## config.mk

```make
export PLATFORM = sky130hd
export DESIGN_NAME = call_scheduler
export DESIGN_NICKNAME = d
export VERILOG_FILES = /design/src/rtl/elevator_pkg.sv /design/src/rtl/door_timer.sv /design/src/rtl/call_scheduler.sv
export SDC_FILE = /design/constraint.sdc
export NUM_CORES = 1
export LEC_CHECK = 0
export CORE_MARGIN = 10
export CORE_UTILIZATION = 45
export CTS_BUF_LIST = sky130_fd_sc_hd__clkbuf_4 sky130_fd_sc_hd__clkbuf_8
export DETAILED_ROUTE_END_ITERATION = 16
export MAX_ROUTING_LAYER = met4
export PLACE_DENSITY = 0.68
export SKIP_CTS_REPAIR_TIMING = 1
export SYNTH_ARGS = -nofsm -noshare
export SYNTH_HDL_FRONTEND = slang
export SYNTH_HIERARCHICAL = 1
export SYNTH_SLANG_ARGS = --single-unit
```

## constraint.sdc

```tcl
create_clock -name i_clk -period 4.5 [get_ports i_clk]
set_input_delay 0.9 -clock i_clk [delete_from_list [all_inputs] [get_ports i_clk]]
set_output_delay 0.9 -clock i_clk [all_outputs]
set_load 0.1 [all_outputs]
```

## src/rtl/elevator_pkg.sv

```systemverilog
// elevator_pkg: shared FSM state, floor width and floor type for the elevator blocks
package elevator_pkg;
    localparam int N_FLOORS_DEFAULT = 3;
    localparam int FLOOR_W = 2;
    typedef logic [FLOOR_W-1:0] floor_t;
    typedef enum logic [1:0] {IDLE, MOVE, DOOR, HALT} state_t;
endpackage

```

## src/rtl/door_timer.sv

```systemverilog
// door_timer: door-open interval counter.
// Ports: i_clk/i_reset clock and sync reset; i_load (re)loads CYCLES;
// i_dec counts down toward zero; o_expired flags the final open cycle.
module door_timer #(
    parameter int CYCLES = 3
) (
    input  logic i_clk,
    input  logic i_reset,
    input  logic i_load,
    input  logic i_dec,
    output logic o_expired
);
    localparam int CW = $clog2(CYCLES + 1);
    logic [CW-1:0] r_count;
    always_ff @(posedge i_clk) begin
        if (i_reset)
            r_count <= '0;
        else if (i_load)
            r_count <= CW'(CYCLES);
        else if (i_dec && r_count != '0)
            r_count <= r_count - 1'b1;
    end
    assign o_expired = r_count == CW'(1);
endmodule

```

## src/rtl/call_scheduler.sv

```systemverilog
// call_scheduler: SCAN call scheduler and car sequencer for the elevator.
// Ports: i_clk/i_reset clock and sync reset; i_call_req per-floor calls;
// i_step_done one-floor step finished; i_sos_mode halt; i_weight_limit_exceeded
// overload hold; o_call_pending latched calls; o_floor_pos current floor;
// o_move_up/o_move_down step commands; o_door_open door command; o_halted in HALT.
module call_scheduler
    import elevator_pkg::*;
#(
    parameter int N_FLOORS    = N_FLOORS_DEFAULT,
    parameter int DOOR_CYCLES = 3
) (
    input  logic                i_clk,
    input  logic                i_reset,
    input  logic [N_FLOORS-1:0] i_call_req,
    input  logic                i_step_done,
    input  logic                i_sos_mode,
    input  logic                i_weight_limit_exceeded,
    output logic [N_FLOORS-1:0] o_call_pending,
    output floor_t              o_floor_pos,
    output logic                o_move_up,
    output logic                o_move_down,
    output logic                o_door_open,
    output logic                o_halted
);
    state_t              r_state;
    floor_t              r_floor;
    logic                r_dir;
    logic [N_FLOORS-1:0] r_pending;
    logic                r_move_up, r_move_down, r_door_open, r_halted;
    logic [N_FLOORS-1:0] w_req, w_pend_in, w_floor_mask, w_nf_mask;
    floor_t              w_nf;
    logic                w_above, w_below, w_nf_above, w_nf_below;
    logic                w_here, w_ahead, w_behind, w_nf_ahead, w_new_dir;
    logic                w_reload, w_enter_door, w_expired;
    assign w_floor_mask = N_FLOORS'(1) << r_floor;
    assign w_nf_mask    = N_FLOORS'(1) << w_nf;
    // Calls are dropped in HALT; a same-floor call during DOOR only holds the door.
    assign w_req     = (r_state == HALT) ? '0
                     : i_call_req & ~((r_state == DOOR) ? w_floor_mask : '0);
    assign w_pend_in = r_pending | w_req;
    assign w_nf = r_dir ? ((r_floor == floor_t'(N_FLOORS - 1)) ? r_floor : r_floor + 1'b1)
                        : ((r_floor == '0) ? r_floor : r_floor - 1'b1);
    always_comb begin
        w_above    = 1'b0;
        w_below    = 1'b0;
        w_nf_above = 1'b0;
        w_nf_below = 1'b0;
        for (int i = 0; i < N_FLOORS; i++) begin
            if (floor_t'(i) > r_floor) w_above = w_above | r_pending[i];
            if (floor_t'(i) < r_floor) w_below = w_below | r_pending[i];
            if (floor_t'(i) > w_nf) w_nf_above = w_nf_above | w_pend_in[i];
            if (floor_t'(i) < w_nf) w_nf_below = w_nf_below | w_pend_in[i];
        end
    end
    assign w_here     = r_pending[r_floor];
    assign w_ahead    = r_dir ? w_above : w_below;
    assign w_behind   = r_dir ? w_below : w_above;
    assign w_nf_ahead = r_dir ? w_nf_above : w_nf_below;
    assign w_new_dir  = w_ahead ? r_dir : ~r_dir;
    assign w_reload   = i_weight_limit_exceeded || i_call_req[r_floor];
    // A call landing with step_done at the arrival floor counts as pending.
    assign w_enter_door = !i_sos_mode &&
        ((r_state == IDLE && w_here) ||
         (r_state == MOVE && i_step_done && w_pend_in[w_nf]));
    door_timer #(.CYCLES(DOOR_CYCLES)) u_door_timer (
        .i_clk     (i_clk),
        .i_reset   (i_reset),
        .i_load    (w_enter_door || (r_state == DOOR && w_reload)),
        .i_dec     (r_state == DOOR),
        .o_expired (w_expired)
    );
    always_ff @(posedge i_clk) begin
        if (i_reset) begin
            r_state     <= IDLE;
            r_floor     <= '0;
            r_dir       <= 1'b1;
            r_pending   <= '0;
            r_move_up   <= 1'b0;
            r_move_down <= 1'b0;
            r_door_open <= 1'b0;
            r_halted    <= 1'b0;
        end else begin
            r_pending <= w_pend_in;
            case (r_state)
                IDLE: begin
                    if (i_sos_mode) begin
                        r_state  <= HALT;
                        r_halted <= 1'b1;
                    end else if (w_here) begin
                        r_state     <= DOOR;
                        r_pending   <= w_pend_in & ~w_floor_mask;
                        r_door_open <= 1'b1;
                    end else if (!i_weight_limit_exceeded && (w_ahead || w_behind)) begin
                        r_state     <= MOVE;
                        r_dir       <= w_new_dir;
                        r_move_up   <= w_new_dir;
                        r_move_down <= ~w_new_dir;
                    end
                end
                MOVE: begin
                    if (i_step_done) begin
                        r_floor <= w_nf;
                        if (i_sos_mode) begin
                            r_state     <= HALT;
                            r_move_up   <= 1'b0;
                            r_move_down <= 1'b0;
                            r_halted    <= 1'b1;
                        end else if (w_pend_in[w_nf]) begin
                            r_state     <= DOOR;
                            r_pending   <= w_pend_in & ~w_nf_mask;
                            r_move_up   <= 1'b0;
                            r_move_down <= 1'b0;
                            r_door_open <= 1'b1;
                        end else if (!w_nf_ahead) begin
                            r_state     <= IDLE;
                            r_move_up   <= 1'b0;
                            r_move_down <= 1'b0;
                        end
                    end
                end
                DOOR: begin
                    if (i_sos_mode) begin
                        r_state     <= HALT;
                        r_door_open <= 1'b0;
                        r_halted    <= 1'b1;
                    end else if (w_expired && !w_reload) begin
                        r_state     <= IDLE;
                        r_door_open <= 1'b0;
                    end
                end
                HALT: begin
                    if (!i_sos_mode) begin
                        r_state  <= IDLE;
                        r_halted <= 1'b0;
                    end
                end
                default: r_state <= IDLE;
            endcase
        end
    end
    assign o_call_pending = r_pending;
    assign o_floor_pos    = r_floor;
    assign o_move_up      = r_move_up;
    assign o_move_down    = r_move_down;
    assign o_door_open    = r_door_open;
    assign o_halted       = r_halted;
endmodule

```

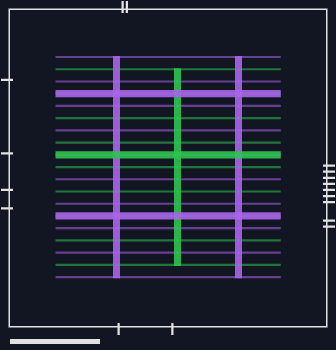
Fig. 1. Floorplan with the power grid.
The bar under the picture is 20 um long. Pins as bars on the die edge.
| color | net |
|---|---|
| green | VDD |
| purple | VSS |
signal pins: 17
met1 rails: 19

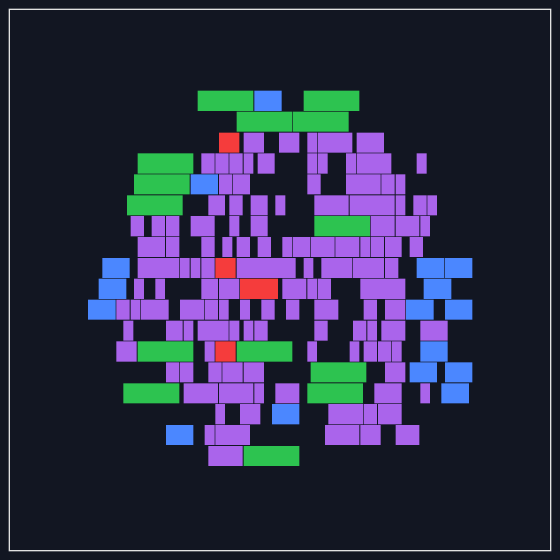
Fig. 2. Placed cells, one color a class.
| color | class | cells |
|---|---|---|
| blue | remaining buffers and delay cells | 16 |
| red | clock drivers and dummy loads | 4 |
| green | sequential cells | 14 |
| purple | combinational and other logic | 124 |

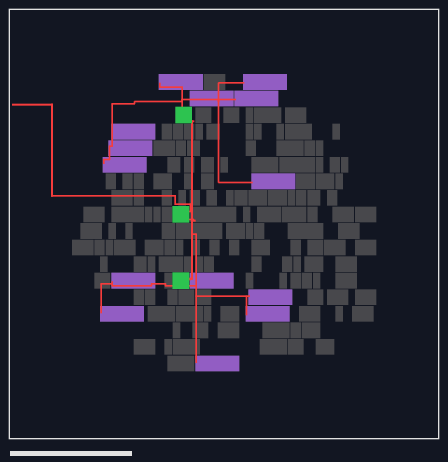
Fig. 3. Clock distribution.
The bar under the picture is 20 um long.
[purple] flip-flops | count: 14
[green] clock drivers | count: 3
[red] clock wires | length: 205 um
routed clock nets: 4

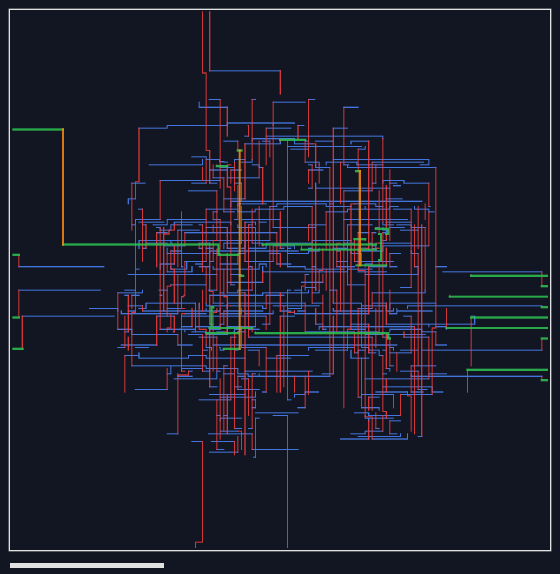
Fig. 4. Metal layers overlaid.
The bar under the picture is 20 um long.
| color | layer | wire length |
|---|---|---|
| orange | metal 4 | 53.0 um |
| blue | metal 1 | 1,320 um |
| red | metal 2 | 1,340 um |
| green | metal 3 | 165 um |

==> flow_metrics.tcl <==
# flow metrics
set metrics [dict create \
    status "complete, no violations" \
    port_buffers 16 \
    post-route-min-period_ps 3240 \
    final_cells 188 \
    clk_pin_slew_ps 80 \
    grt_pass1_vias 1072 \
    die_x_um 70.3 \
    syn2layout_area_growth_pct 17.5 \
    fin_crit_sh 0.720 \
    grt_max_degree 20 \
    ys_seq_frac 0.246 \
    p_int_w 0.000388 \
    min_path_type "reg -> reg" \
    first_iter_violations 100 \
    ys_async_sr_fraction 0 \
    yosys-stat-area_mm2 0.00114 \
    cts_sinks 14 \
    syn_avg_cell_area_um2 7.96 \
    edf_count 0 \
    htreeDepth 1 \
    die_y_um 70.3 \
    vdd_drop_max_v 0.000349 \
    clock_path_buffers 2 \
    powerDensity_mw_per_mm2 619 \
]
-- final timing paths --
path	end	slack, ps	depth (start not counted)	startpoint
worst max-delay path	u_door_timer/r_count[1]	1260	9	o_floor_pos[1]
worst min-delay path	o_move_up	480	2	o_move_up
worst max register to register	u_door_timer/r_count[1]	1260	9	o_floor_pos[1]
worst min register to register	o_move_up	480	2	o_move_up
-- placed cells by master, fill, tap and decap left out, types with 2 or more instances in the layout --
cell,Yosys,layout
a211oi_1,4,4
a21oi_1,11,11
a221oi_1,2,2
a311oi_1,2,2
and4bb_1,2,2
clkbuf_4,0,3
clkdlybuf4s50_1,0,16
dfxtp_1,14,14
ha_1,8,8
inv_1,11,11
mux2i_1,4,4
nand2_1,10,10
nand2b_1,3,3
nand3_1,4,4
nand3b_1,2,2
nor2_1,16,16
nor3_1,2,2
o21ai_0,14,14
o21ai_1,3,3
o32ai_1,2,2
or3_1,2,2
-- per-stage QoR --
| stage | area (um2) | total power, W | hold WS, ps |
|---|---|---|---|
| after floorplan | 1140 | 0.000632 | 489 |
| after global placement | 1300 | 0.000721 | 468 |
| after detailed placement | 1300 | 0.000735 | 469 |
| after CTS | 1340 | 0.000827 | 484 |
| after global routing | 1340 | 0.000890 | 529 |
| final | 1340 | 0.000828 | 484 |
-- cells in the mapped netlist, types with 3 or more instances --
library cell  instances  share of area
nand2_1              10          0.033
ha_1                  8          0.088
nand2b_1              3          0.016
a21oi_1              11          0.048
mux2i_1               4          0.035
inv_1                11          0.036
nand3_1               4          0.018
a211oi_1              4          0.026
o21ai_1               3          0.013
dfxtp_1              14           0.25
nor2_1               16          0.053
o21ai_0              14          0.062
-- sequential cells by signal, summed over array words and instances, names as in the netlist --
signal and cells:
r_state 2, o_call_pending 3, o_door_open 1, o_move_down 1
o_move_up 1, u_door_timer/r_count 2, o_floor_pos 2, o_halted 1
r_dir 1
-- logic make-up after synthesis --
logic type / share of synthesized area
DFF: 0.246
buffers and inverters: 0.0670
and+or+nand+nor: 0.231
AOI/OAI and AO/OA: 0.323
adders and majority gates: 0.0879
muxes: 0.0451
-- cell type report --
cell class	count	area [um2]
clock buffers	4	36.3
multi-input cells	113	782
inverters	11	41.3
repair buffers	16	160
flip-flops and latches	14	280
well taps	30	37.5
fillers	245	1120
-- critical path: cells and delay by family, from the launching register on --
kind                       cells  cell delay (ps)
AOI/OAI and AO/OA              4             1040
adders and majority gates      1              360
buffers and inverters          1              200
DFF                            1              580
muxes                          2              750
and+or+nand+nor                1              230
-- power by group through the flow --
stage                     Combinational, W  Sequential, W  Clock (W)
after floorplan                   0.000327       0.000305          0
after global placement            0.000498       0.000223          0
after detailed placement          0.000509       0.000226          0
after CTS                         0.000511       0.000223  0.0000928
after global routing              0.000559       0.000232  0.0000991
final                             0.000512       0.000225  0.0000910
-- per-layer routing --
layer / vias up / wire length [um] / track usage / part of all wire
met5: - / 0 / - / 0
met4: 0 / 53 / 0.0439 / 0.018
met3: 7 / 165 / 0.0282 / 0.057
met2: 41 / 1340 / 0.187 / 0.47
met1: 522 / 1320 / 0.137 / 0.46
li1: 552 / - / - / -
Power is estimated from default activity; no workload was simulated.
